$ cat src/rtl/multi_issue_control_unit.sv
// Superscalar decode control: per-lane one-hot decode with UBRANCH squash,
// buffered in a DEPTH-entry bundle FIFO, plus a running count of delivered lanes.
module multi_issue_control_unit #(
  parameter int LANES = 2,
  parameter int DEPTH = 2,
  parameter int CNTW  = 32
) (
  input  logic                  clk,
  input  logic                  reset,
  input  logic                  flush,
  input  logic                  in_valid,
  output logic                  in_ready,
  input  logic [LANES*4-1:0]    in_opcode,
  input  logic [LANES-1:0]      in_lane_valid,
  output logic                  out_valid,
  input  logic                  out_ready,
  output logic [LANES*16-1:0]   out_ctrl,
  output logic [LANES-1:0]      out_wb,
  output logic [LANES-1:0]      out_lane_valid,
  output logic [LANES-1:0]      out_illegal,
  output logic [CNTW-1:0]       decode_count
);
  localparam int AW = $clog2(DEPTH);
  localparam logic [AW:0] FULL = (AW+1)'(DEPTH);

  logic [AW-1:0]        wptr, rptr;
  logic [AW:0]          occ;
  logic [LANES*16-1:0]  mem_ctrl [DEPTH];
  logic [LANES-1:0]     mem_wb   [DEPTH];
  logic [LANES-1:0]     mem_lv   [DEPTH];
  logic [LANES-1:0]     mem_ill  [DEPTH];

  logic [LANES*16-1:0]  dec_ctrl;
  logic [LANES-1:0]     dec_wb, dec_lv, dec_ill;
  logic                 squash;
  logic [3:0]           op;
  logic                 push, pop;
  logic [CNTW-1:0]      head_cnt;

  // Handshake: a transfer happens on an edge where valid and ready are both 1;
  // ready/valid come only from registered state, reset and flush, and a full
  // FIFO refuses input even when the head is being popped in the same cycle.
  assign in_ready  = reset & ~flush & (occ != FULL);
  assign out_valid = (occ != '0);
  assign push      = in_valid & in_ready;
  assign pop       = out_valid & out_ready & reset & ~flush;

  always_comb begin
    dec_ctrl = '0;
    dec_wb   = '0;
    dec_lv   = '0;
    dec_ill  = '0;
    squash   = 1'b0;
    op       = '0;
    for (int i = 0; i < LANES; i++) begin
      op = in_opcode[4*i +: 4];
      if (in_lane_valid[i] && !squash) begin
        dec_lv[i] = 1'b1;
        if (op == 4'hF) begin
          dec_ill[i] = 1'b1;
        end else begin
          dec_ctrl[16*i +: 16] = 16'(1) << op;
          dec_wb[i] = (op <= 4'd3) || ((op >= 4'd6) && (op <= 4'd11));
        end
      end
      // Only an unconditional branch kills the younger lanes of the bundle.
      if (in_lane_valid[i] && (op == 4'hC)) squash = 1'b1;
    end
  end

  always_comb begin
    out_ctrl       = '0;
    out_wb         = '0;
    out_lane_valid = '0;
    out_illegal    = '0;
    if (out_valid) begin
      out_ctrl       = mem_ctrl[rptr];
      out_wb         = mem_wb[rptr];
      out_lane_valid = mem_lv[rptr];
      out_illegal    = mem_ill[rptr];
    end
  end

  always_comb begin
    head_cnt = '0;
    for (int i = 0; i < LANES; i++) head_cnt = head_cnt + CNTW'(out_lane_valid[i]);
  end

  always_ff @(posedge clk) begin
    if (push) begin
      mem_ctrl[wptr] <= dec_ctrl;
      mem_wb[wptr]   <= dec_wb;
      mem_lv[wptr]   <= dec_lv;
      mem_ill[wptr]  <= dec_ill;
    end
  end

  always_ff @(posedge clk) begin
    if (!reset) begin
      wptr         <= '0;
      rptr         <= '0;
      occ          <= '0;
      decode_count <= '0;
    end else if (flush) begin
      wptr <= '0;
      rptr <= '0;
      occ  <= '0;
    end else begin
      if (push) wptr <= wptr + 1'b1;
      if (pop) begin
        rptr         <= rptr + 1'b1;
        decode_count <= decode_count + head_cnt;
      end
      case ({push, pop})
        2'b10:   occ <= occ + 1'b1;
        2'b01:   occ <= occ - 1'b1;
        default: occ <= occ;
      endcase
    end
  end
endmodule

$ cat config.mk
export PLATFORM = sky130hd
export DESIGN_NAME = multi_issue_control_unit
export DESIGN_NICKNAME = d
export VERILOG_FILES = /design/src/rtl/multi_issue_control_unit.sv
export SDC_FILE = /design/constraint.sdc
export NUM_CORES = 1
export LEC_CHECK = 0
export CELL_PAD_IN_SITES_DETAIL_PLACEMENT = 0
export CELL_PAD_IN_SITES_GLOBAL_PLACEMENT = 1
export CORE_ASPECT_RATIO = 1.25
export CORE_MARGIN = 10
export CORE_UTILIZATION = 42
export DETAILED_ROUTE_END_ITERATION = 10
export PLACE_DENSITY = 0.78
export SETUP_SLACK_MARGIN = 0.3
export SLEW_MARGIN = 5
export SYNTH_ARGS = -nofsm -noshare
export SYNTH_HDL_FRONTEND = slang
export SYNTH_SLANG_ARGS = --single-unit
$ cat constraint.sdc
create_clock -name clk -period 4.25 [get_ports clk]
set_input_delay 1.0625 -clock clk [delete_from_list [all_inputs] [get_ports clk]]
set_output_delay 1.0625 -clock clk [all_outputs]
set_load 0.02 [all_outputs]
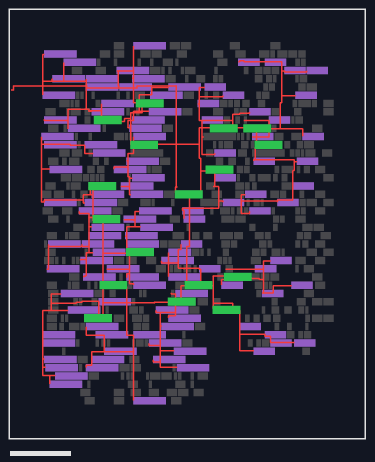
*Clock distribution, run 1*
Bar = 20 microns.
[clock wires] red | length: 1300 microns
[flip-flops] purple | count: 113
[clock-net drivers] green | count: 17
routed clock nets	18
clk_lat worst skew: 0.39 ns
clk_skew: 0.008908 ns
Clock power frac: 0.519
Clock Power: 1360 uW

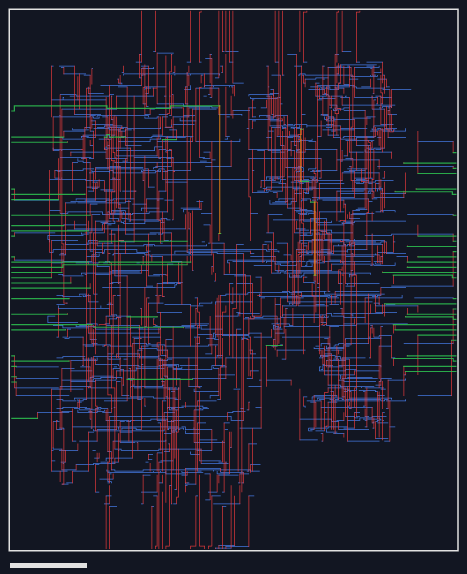
*Routed metal, one color a layer, run 1*
Bar = 20 microns.
layer	color	wire length
M4	orange	66.0 microns
M2	red	5570 microns
M3	green	795 microns
M1	blue	4720 microns
Via Count: 3535
WL/cell: 16.65 microns
total track usage: 0.1407
total wire length: 11.14 mm

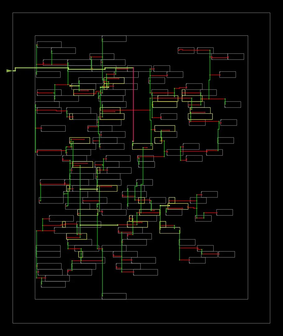
*Clock routing, run 1*
clock buffer count: 20
CTS buffer count: 17
CTS Sinks: 113
seq_cells: 113

==> reports/metrics.csv, run 1 <==
stage,metric,value,unit
critical_path,reg2reg_from,occ[0]$_SDFFE_PP0P_,
synth,ys_warn_count,0,
global_route,grt_pass1_wl,18.50,mm
layout,layout_top_cell,clkdlybuf4s50_1,
global_route,antenna_found_initial,0,
synth,synth_seq_share,0.6151,
synth,synthArstFlopShare,0,
global_route,top_usage_layer,met2,
critical_path,startpoint,occ[0]$_SDFFE_PP0P_,
synth,top_area_cell,edfxtp_1,
power_and_ir_drop,p_per_area,402.4,mW/mm^2
final_timing,fin_tns_setup,0,ns
layout,lay_top_cells,"clkdlybuf4s50_1, edfxtp_1, nor2_1",
synth,avgSynthCellArea,11.67,sq um
final_timing,finalHoldWorstSlack,0.4697,ns
power_and_ir_drop,comb_power_share,0.032,
min_path,hold_path.class,reg2reg,
critical_path,startpoint_type,flip-flop,
layout,design_area,0.006521,sq mm
critical_path,criticalPathCategory,reg2out,
critical_path,ff2ff_setup_slack,0.97,ns
synth,mux_area_frac,0.08554,
global_route,overflow,0,
synth,xor_share,0.01426,
synth,ys_types,45,
power_and_ir_drop,fin_total_pwr,2624,uW
final_timing,rsz0062_at_grt,false,
synth,ys.flop_type,edfxtp_1,
synth,yosysTopAreaCellShare,0.4644,
flow_run,warnings,26,
power_and_ir_drop,seqPwrFrac,0.449,
floorplanning,chip_area,0.01646,sq mm
min_path,hold_path_depth,1,
synth,simple_gate_area_frac,0.1813,
final_timing,fin_crit_sh,0.8557,
critical_path,arrival,2.57,ns
floorplanning,die_height,140.9,microns
place,dp_worst_setup_slack,0.6604,ns
power_and_ir_drop,intPower,2120,uW
synth,ys_top_logic_family,simple AND/OR/NAND/NOR gates,
cts,cts_resized,0,
synth,ys_cells,421,
drt,dr.pass1.iters,4,
power_and_ir_drop,p_sw,504.8,uW
global_route,use_met3,0.05520,
power_and_ir_drop,peakVddDrop,0.2403,mV
min_path,hold_end,decode_count[31]$_SDFFE_PN0P_,
place,dp.cells,637,
cts,htreeDepth,4,
critical_path,r2r-end,decode_count[26]$_SDFFE_PN0P_,
layout,fin_cells,669,
drt,met3_length,795,microns
synth,netlist_area,0.004915,sq mm
global_route,use_met2,0.2266,
cts,postCtsSetupBuffers,0,
cts,cts_hold_buf,0,
place,portBuffers,86,
critical_path,setup.worst_path.end_class,output port,
cts,cts_tree,done,
layout,final_nets,536,
drt,drt-met1-wl,4.715,mm
layout,drive_gt1_frac,0.08286,
layout,antenna_cells,0,
drt,wl_met2,5.566,mm
synth,topCellsByArea,"edfxtp_1, dfxtp_1, mux2i_1",
global_route,grt_pass1_vias,3679,
final_timing,setup_slack,0.6132,ns
drt,drc_errors,0,
power_and_ir_drop,switching_share,0.1924,
floorplanning,rows,44,
place,routabilityCongestion,0.7633,
cts,cts.path.max_buffers,2,
drt,dr.first_iter.drc_count,218,
min_path,worst_hold_startpoint,decode_count[31]$_SDFFE_PN0P_,
cts,path_clk_slew,0.05,ns
floorplanning,fp.dieW,116.8,microns
drt,vias_per_cell,5.284,
synth,enable_flop_cells,76,
synth,aoi_share,0.06772,
synth,adder_share,0.009165,
global_route,grtUsageMet1,0.1663,
run_status,run_status,finished clean,
power_and_ir_drop,p_leak,0.002041,uW
floorplanning,initial_core_util,0.4251,
flow_run,drv_cap,0,
critical_path,cp-endpoint,out_ctrl[13],
power_and_ir_drop,power_leader,the clock network,
final_timing,layout_min_cycle_time,3.637,ns
layout,final_util,0.5641,
synth,synthCells,421,
final_timing,hold_viol,0,
final_timing,worst_pin_slew,1.090,ns
critical_path,rr_worst_depth,8,
critical_path,crit_fanout,25,
cts,cts_root_buf,clkbuf_16,
power_and_ir_drop,seq-power,1180,uW
final_timing,slew-limit-headroom,0.2726,
final_timing,drv_slew,0,
final_timing,fmax,275.0,MHz
layout,nFillCells,1017,
place,place_area,0.005943,sq mm
floorplanning,core-area,0.01156,sq mm
place,dp_hpwl,7.821,mm
[run 1: worst max-delay path, stage by stage, from the launching register on]
cell and delay, ns:
dfxtp_1 0.37, nor2_2 0.84, buf_4 0.35, nor2_1 0.07, clkdlybuf4s50_1 0.55
[run 1: area by class of cell]
| class | count | area [sq um] | share of cell area |
|---|---|---|---|
| Clock buffer | 20 | 436.7 | 0.06696 |
| Inverter | 9 | 33.78 | 0.005180 |
| Sequential cell | 113 | 3024 | 0.4637 |
| Multi-Input combinational cell | 283 | 1792 | 0.2748 |
| Timing Repair Buffer | 94 | 920.9 | 0.1412 |
| Clock inverter | 12 | 141.4 | 0.02168 |
| Tap cell | 138 | 172.7 | 0.02648 |
[run 1: flip-flops by register name, summed over array words and instances, names as in the netlist, named ones only]
register and count:
decode_count 32, mem_ctrl 64, mem_ill 4, mem_lv 4
mem_wb 4, occ 2, rptr 1, wptr 1
[run 1: synth_stat cells (3+ instances only)]
master    count
inv_1         8
nand2_1      14
xnor2_1       5
o211ai_1      3
nor2_1       75
nand4_1       8
edfxtp_1     76
mux2i_1      42
or3_1        10
dfxtp_1      37
o31ai_1      15
or4_1        11
nor3_1        8
clkbuf_1     12
and2_1        3
nand3_1      13
xor2_1        3
and4_1        4
nand3b_1      4
a21oi_1      22
nand2b_1      9
o21ai_0       9
[run 1: cells by family (layout without fill, tap and decap cells)]
| family | Yosys count | after routing |
|---|---|---|
| and+or+nand+nor | 172 | 172 |
| DFF | 113 | 113 |
| AOI/OAI and AO/OA | 54 | 54 |
| muxes | 42 | 42 |
| buffers and inverters | 28 | 135 |
| xor gates and xnor gates | 8 | 8 |
| adders and majority gates | 3 | 3 |
| other | 1 | 4 |
### Placement by cell class, run 1

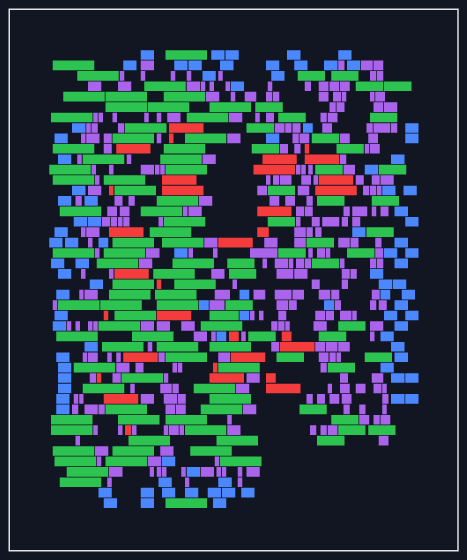

==> inputs of run 2 (changes only) <==
- PLACE_DENSITY: 0.78 -> 0.86
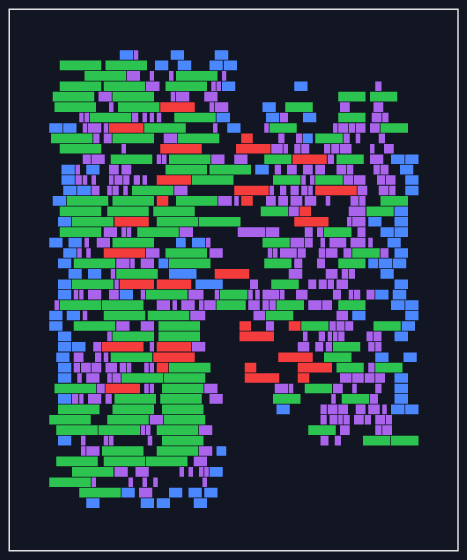
*Placement by cell class, run 2*
class	color	cells	share of their area
remaining logic cells	purple	292	28%
remaining buffers and delay cells	blue	93	15%
clock drivers and dummy loads	red	31	10%
registers	green	113	47%
row count: 44
Final Cell Area: 0.006615 sq mm
Layout Utilization: 0.5722

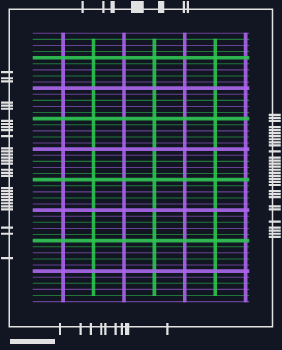
*Power grid, run 2*
Bar = 20 microns. Pins as bars on the die edge.
net	color
VSS	purple
VDD	green
signal pins	87
met1 rails	45
met5 straps	8
Max VDD drop: 0.2850 mV
Die Y: 140.9 microns
die width: 116.8 microns

==> run 2 against run 1 <==
  * Register-to-register slack improved by 0.12 ns
  * Global-route usage fell by 0.50 points
  * Non-clock buffer count shrank 1
  * Setup slack worse by 0.027 ns
  * Hold slack worse by 0.0043 ns
  * Largest cell class unchanged
  * Highest routed layer unchanged
  * Core utilization up 0.81 points
  * Sequential cell count unchanged
  * Count of clock-buffer cells in the layout shrank 3
==> reports/metrics.csv, run 2 <==
stage,metric,value,unit,change
cts,cts_resized,0,,unchanged
final_timing,hold_viol,0,,unchanged
critical_path,worst-path-stages,4,,unchanged
synth,enable_flop_cells,76,,unchanged
final_timing,fmax,272.9,MHz,-0.75%
cts,cts.path.max_buffers,2,,unchanged
layout,antenna_cells,0,,unchanged
critical_path,setup.worst_path.end_class,output port,,
drt,vias,3596,,+1.7%
synth,synth.cells.most_frequent,"edfxtp_1, nor2_1, mux2i_1",,
critical_path,rr_worst_depth,8,,unchanged
place,dp_hpwl,7.718,mm,-1.3%
drt,dr.pass1.iters,4,,unchanged
final_timing,skew,0.01619,ns,+0.007278 ns
global_route,grtUsageMet1,0.1642,,-0.002158
drt,dr.first_iter.drc_count,218,,unchanged
layout,regMostFlops,mem_ctrl,,
synth,ys_types,45,,unchanged
place,dp.cells,636,,-0.16%
cts,cts_buffers,17,,unchanged
cts,insertion_delay,0.40,ns,about the same
cts,htreeDepth,4,,unchanged
floorplanning,chip_area,0.01646,sq mm,unchanged
final_timing,fin_crit_sh,0.8622,,+0.006450
synth,avgSynthCellArea,11.67,sq um,unchanged
drt,drt-total-wl,11.02,mm,-1.1%
cts,cts_tree,done,,
layout,layout_top_cell,clkdlybuf4s50_1,,
critical_path,cp_slowest_cell,clkdlybuf4s50_1,,
drt,met3_length,933,microns,+17%
synth,synth.most_common_cell,edfxtp_1,,
global_route,grt_max_degree,30,,
global_route,grt_use_total,0.1357,,-0.005023
final_timing,worst_pin_slew,0.6803,ns,-0.4096 ns
critical_path,cp_common_cell,clkdlybuf4s50_1,,
flow_run,drv_cap,0,,unchanged
critical_path,cp_slowest_stage_delay,0.61,ns,-0.23 ns
synth,topCellsByArea,"edfxtp_1, dfxtp_1, mux2i_1",,
critical_path,arrival,2.60,ns,+0.03 ns
cts,path_clk_slew,0.05,ns,about the same
layout,final_nets,535,,-0.19%
place,portBuffers,86,,unchanged
drt,drt-met1-wl,4.685,mm,-0.64%
global_route,use_met3,0.05775,,+0.002548
final_timing,drv_slew,0,,unchanged
cts,cts_root_buf,clkbuf_16,,
min_path,hold_path.class,reg2reg,,
critical_path,cpLargestDelayFamily,buffers and inverters,,
layout,largest_register_ff_count,64,,unchanged
critical_path,startpoint_type,input port,,
critical_path,critPathBufInv,2,,unchanged
layout,fin_cells,667,,-0.30%
layout,reg.largest.list,"mem_ctrl x64, decode_count x32",,
layout,nFillCells,986,,-3.0%
synth,ys.flop_type,edfxtp_1,,
layout,logic_area,0.001792,sq mm,unchanged
final_timing,rsz0062_at_grt,false,,
final_timing,layout_min_cycle_time,3.664,ns,+0.02741 ns
global_route,use_met2,0.2118,,-0.01483
critical_path,worstPathCellList,clkdlybuf4s50_1 > nor2b_1 > and2_1 > clkdlybuf4s50_1,,
final_timing,fin_tns_setup,0,ns,unchanged
flow_run,warnings,26,,unchanged
cts,postCtsSetupBuffers,0,,unchanged
floorplanning,core-area,0.01156,sq mm,unchanged
drt,drc_errors,0,,unchanged
global_route,top_usage_layer,met2,,
synth,synthArstFlopShare,0,,unchanged
synth,synthCells,421,,unchanged
final_timing,finalHoldWorstSlack,0.4654,ns,-0.004313 ns
cts,numClockSinks,113,,unchanged
global_route,antenna_found_initial,0,,unchanged
layout,regArea,0.003024,sq mm,unchanged
layout,lay_top_cells,"clkdlybuf4s50_1, edfxtp_1, nor2_1",,
synth,top_area_cell,edfxtp_1,,
drt,routedWlPerCell,16.51,microns,-0.84%
run_status,run_status,finished clean,,
synth,ys_cells,421,,unchanged
place,place_area,0.005961,sq mm,+0.29%
global_route,overflow,0,,unchanged
synth,yosysTopAreaCellShare,0.4644,,unchanged
layout,drive_gt1_frac,0.09263,,+0.009765
critical_path,crit_fanout,4,,-84%
critical_path,criticalPathCategory,in2out,,
synth,synth_seq_share,0.6151,,unchanged
cts,cts_hold_buf,0,,unchanged
power_and_ir_drop,p_leak,0.002090,uW,+2.4%
floorplanning,initial_core_util,0.4251,,unchanged
place,routabilityCongestion,0.8246,,+8.0%
synth,netlist_area,0.004915,sq mm,unchanged
global_route,grt_pass1_vias,3557,,-3.3%
min_path,hold_path_depth,1,,unchanged
final_timing,setup_viol,0,,
global_route,grt_pass1_wl,17.69,mm,-4.4%
final_timing,slew-limit-headroom,0.5465,,+0.2739
synth,ys_warn_count,0,,unchanged
## run 2: power breakdown
part	total (uW)	internal (uW)	switching [uW]	leakage, uW
Clock	1550	1050	506	0.000319
Combinational	82.8	32.5	50.3	0.000767
Sequential	1180	1180	3.06	0.00100
Total	2820	2260	559	0.00209
## run 2: logic make-up after synthesis
group | Yosys count | synth area share
AND-OR/OR-AND | 54 | 0.06772
buffers and inverters | 28 | 0.02622
flip-flops | 113 | 0.6151
AND/OR/NAND/NOR | 172 | 0.1813
adder cells (fa/ha/maj) | 3 | 0.009164
XOR/XNOR | 8 | 0.01426
other | 1 | 0.0007630
multiplexers | 42 | 0.08554
## run 2: path summary, 6_finish.rpt
path                                               startpoint  slack, ns                            end
worst max-delay path                                    flush       0.59                       in_ready
worst min-delay path            decode_count[31]$_SDFFE_PN0P_       0.47  decode_count[31]$_SDFFE_PN0P_
worst max register to register                      flip-flop       1.09  decode_count[28]$_SDFFE_PN0P_
worst min register to register  decode_count[31]$_SDFFE_PN0P_       0.47  decode_count[31]$_SDFFE_PN0P_
## run 2: cell type report
| class | count | area share |
|---|---|---|
| Timing Repair Buffer | 93 | 0.1419 |
| Tap cell | 138 | 0.02610 |
| Clock inverter | 14 | 0.03461 |
| Clock buffer | 17 | 0.06431 |
| Sequential cell | 113 | 0.4572 |
| Inverter | 9 | 0.005107 |
| Multi-Input combinational cell | 283 | 0.2709 |
## run 2: stage by stage
stage | utilization | setup slack [ns] | total power (uW)
after global routing | 0.5722 | 0.4749 | 2907
after detailed placement | 0.5156 | 0.5720 | 1284
final | 0.5722 | 0.5858 | 2815
after CTS | 0.5722 | 0.5635 | 2842
after global placement | 0.5156 | 0.6673 | 1282
after floorplan | - | 0.6427 | 1244
### Clock distribution, run 2

Bar = 20 microns.
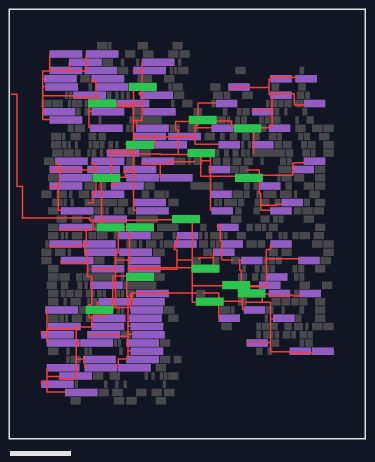

==> inputs of run 3 (changes only) <==
- CORE_MARGIN: 10 -> not set
- HOLD_SLACK_MARGIN: not set -> 0.1
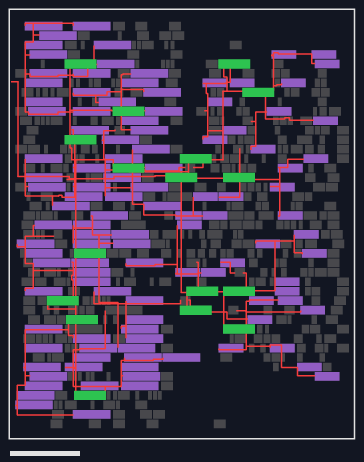
*Clock distribution, run 3*
Bar = 20 microns.
[clock wires] red | length: 1340 microns
[flip-flops] purple | count: 113
[clock-net drivers] green | count: 17
routed clock nets	18
Clock Power: 1410 uW
clk_lat worst skew: 0.41 ns

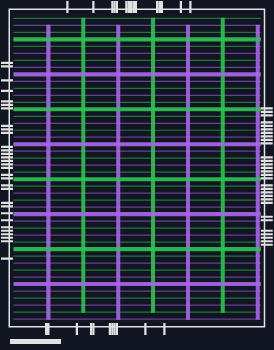
*Power grid, run 3*
Bar = 20 microns. Pins as bars on the die edge.
net	color
VDD	green
VSS	purple
met4 straps	7
signal pins	87
met1 rails	44
Max VDD drop: 0.3428 mV
Core ar.: 0.01124 sq mm
die width: 98.76 microns

==> run 3 against run 2 <==
  * Combinational power fell by 0.6%
  * Largest cell class unchanged
  * Sequential power barely moved
  * Cell area fell by 1.2%
  * Largest power group unchanged
==> reports/metrics.csv, run 3 <==
stage,metric,value,unit,change
layout,reg.largest.list,"mem_ctrl x64, decode_count x32",,
synth,synth.most_common_cell,edfxtp_1,,
final_timing,setup_viol,0,,unchanged
place,routabilityCongestion,0.7412,,-10%
drt,ant_nets,0,,
drt,met3_length,449,microns,-52%
min_path,hold_path.class,reg2reg,,
power_and_ir_drop,switching_share,0.2195,,+0.02082
final_timing,fin_crit_sh,0.8743,,+0.01216
synth,yosysChipArea,0.004915,sq mm,
synth,topCellsByArea,"edfxtp_1, dfxtp_1, mux2i_1",,
cts,htreeDepth,4,,unchanged
final_timing,layout_min_cycle_time,3.716,ns,+0.05168 ns
synth,ys_types,45,,unchanged
drt,dr.pass1.iters,4,,unchanged
cts,cts_buffers,17,,unchanged
drt,drc_errors,0,,unchanged
final_timing,drv_slew,0,,unchanged
synth,netlist_area,0.004915,sq mm,unchanged
floorplanning,io_pins,87,,
power_and_ir_drop,comb_power_share,0.031,,+0.002
synth,synth_seq_share,0.6151,,unchanged
final_timing,slew-limit-headroom,0.5791,,+0.03258
place,dp_worst_setup_slack,0.5448,ns,-0.02723 ns
final_timing,fin_tns_setup,0,ns,unchanged
critical_path,setup.worst_path.end_class,output port,,
critical_path,cp_slowest_cell,clkdlybuf4s50_1,,
global_route,grt_use_total,0.1847,,+0.04903
synth,mux_area_frac,0.08554,,unchanged
global_route,use_met3,0.04409,,-0.01366
layout,antenna_cells,0,,unchanged
power_and_ir_drop,power.share.clock,0.528,,-0.024
flow_run,warnings,26,,unchanged
synth,ys_cells,421,,unchanged
critical_path,crit_fanout,4,,unchanged
final_timing,worst_pin_slew,0.6299,ns,-0.05037 ns
layout,lay_top_cells,"clkdlybuf4s50_1, edfxtp_1, nor2_1",,
final_timing,hold_viol,0,,unchanged
global_route,use_met2,0.3108,,+0.09895
synth,avgSynthCellArea,11.67,sq um,unchanged
run_status,run_status,finished clean,,
drt,routedWlPerCell,15.75,microns,-4.6%
synth,ys_top_logic_family,simple AND/OR/NAND/NOR gates,,
floorplanning,rows,43,,-2.3%
critical_path,cp_common_cell,clkdlybuf4s50_1,,
synth,simple_gate_area_frac,0.1813,,unchanged
global_route,grt_pass1_vias,3605,,+1.3%
critical_path,cp_slowest_stage_delay,0.60,ns,about the same
cts,cts_hold_buf,0,,unchanged
power_and_ir_drop,p_sw,586.6,uW,+4.8%
synth,adder_share,0.009165,,unchanged
critical_path,worstPathCellList,clkdlybuf4s50_1 > nor2b_1 > and2_1 > clkdlybuf4s50_1,,
synth,synthCells,421,,unchanged
cts,numClockSinks,113,,unchanged
cts,cts_resized,0,,unchanged
drt,drt-total-wl,10.46,mm,-5.0%
synth,yosysTopAreaCellShare,0.4644,,unchanged
place,dp_hpwl,6.856,mm,-11%
global_route,top_usage_layer,met2,,
final_timing,setup_slack,0.5341,ns,-0.05168 ns
synth,enable_flop_cells,76,,unchanged
power_and_ir_drop,p_leak,0.002046,uW,-2.1%
synth,aoi_share,0.06772,,unchanged
cts,path_clk_slew,0.06,ns,about the same
critical_path,ff2ff_setup_slack,1.13,ns,+0.04 ns
drt,vias,3610,,+0.39%
cts,cts_root_buf,clkbuf_16,,
layout,regMostFlops,mem_ctrl,,
layout,final_nets,534,,-0.19%
layout,layout_top_cell,clkdlybuf4s50_1,,
global_route,antenna_found_initial,0,,unchanged
synth,synthArstFlopShare,0,,unchanged
synth,synth.cells.most_frequent,"edfxtp_1, nor2_1, mux2i_1",,
synth,ys.flop_type,edfxtp_1,,
critical_path,criticalPathCategory,in2out,,
critical_path,startpoint_type,input port,,
cts,cts.path.max_buffers,2,,unchanged
synth,ys_warn_count,0,,unchanged
power_and_ir_drop,p_per_area,408.9,mW/mm^2,
synth,top_area_cell,edfxtp_1,,
floorplanning,initial_core_util,0.4371,,+0.01197
place,place_area,0.005937,sq mm,-0.40%
flow_run,drv_cap,0,,unchanged
global_route,grtUsageMet1,0.2236,,+0.05943
drt,drt-met1-wl,4.615,mm,-1.5%
layout,design_area,0.006535,sq mm,-1.2%
global_route,grt_max_degree,40,,+33%
layout,final_util,0.5812,,+0.008987
final_timing,skew,0.007593,ns,-0.008593 ns
final_timing,fmax,269.1,MHz,-1.4%
place,portBuffers,86,,unchanged
global_route,overflow,0,,unchanged
layout,largest_register_ff_count,64,,unchanged
critical_path,arrival,2.65,ns,+0.05 ns
power_and_ir_drop,seqPwrFrac,0.441,,+0.022
final_timing,rsz0062_at_grt,false,,
power_and_ir_drop,intPower,2085,uW,-7.6%
drt,dr.first_iter.drc_count,139,,-36%
global_route,grt_pass1_wl,17.26,mm,-2.4%
synth,xor_share,0.01426,,unchanged
critical_path,crit_required,3.19,ns,
layout,drive_gt1_frac,0.09263,,unchanged
floorplanning,chip_area,0.01214,sq mm,-26%
cts,cts_tree,done,,
cts,postCtsSetupBuffers,0,,unchanged
## run 3: layout make-up
| cell class | count | area, sq um |
|---|---|---|
| Timing Repair Buffer | 92 | 918.4 |
| Multi-Input combinational cell | 283 | 1792 |
| Sequential cell | 113 | 3024 |
| Clock inverter | 15 | 172.7 |
| Inverter | 9 | 33.78 |
| Fill cell | 937 | 4710 |
| Clock buffer | 17 | 425.4 |
| Tap cell | 135 | 168.9 |
## run 3: final timing paths
check,from,to,cells after the start
max,flush,in_ready,4
min,decode_count[31]$_SDFFE_PN0P_,decode_count[31]$_SDFFE_PN0P_,1
max reg2reg,flip-flop,decode_count[30]$_SDFFE_PN0P_,8
min reg2reg,decode_count[31]$_SDFFE_PN0P_,decode_count[31]$_SDFFE_PN0P_,1
## run 3: per-stage QoR
stage / cells / hold slack, ns / total power (uW)
after CTS: 664 / 0.4758 / 2701
after detailed placement: 632 / 0.4584 / 1283
after global routing: 664 / 0.5171 / 2761
final: 664 / 0.4675 / 2672
after global placement: 632 / 0.4603 / 1281
after floorplan: 424 / 0.4807 / 1244
## run 3: power groups by stage
stage	Combinational, uW	Sequential, uW	Clock, uW
3_3_place_gp	80.2	1200	0
4_1_cts	82.9	1180	1440
6_report	82.3	1180	1410
5_1_grt	89.8	1180	1490
2_1_floorplan	43.9	1200	0
3_5_place_dp	81.8	1200	0
## run 3: worst max-delay path: cells and delay by family
family / cells / cell delay, ns
simple gates: 2 / 0.49
buf+inv: 2 / 1.10
## run 3: cells by family (layout without fill, tap and decap cells)
family / count (synthesis) / in the layout
DFF: 113 / 113
and+or+nand+nor: 172 / 172
xor gates and xnor gates: 8 / 8
AOI/OAI and AO/OA: 54 / 54
adders and majority gates: 3 / 3
muxes: 42 / 42
other: 1 / 4
buffers and inverters: 28 / 133
Power and IR drop assume default switching activity.
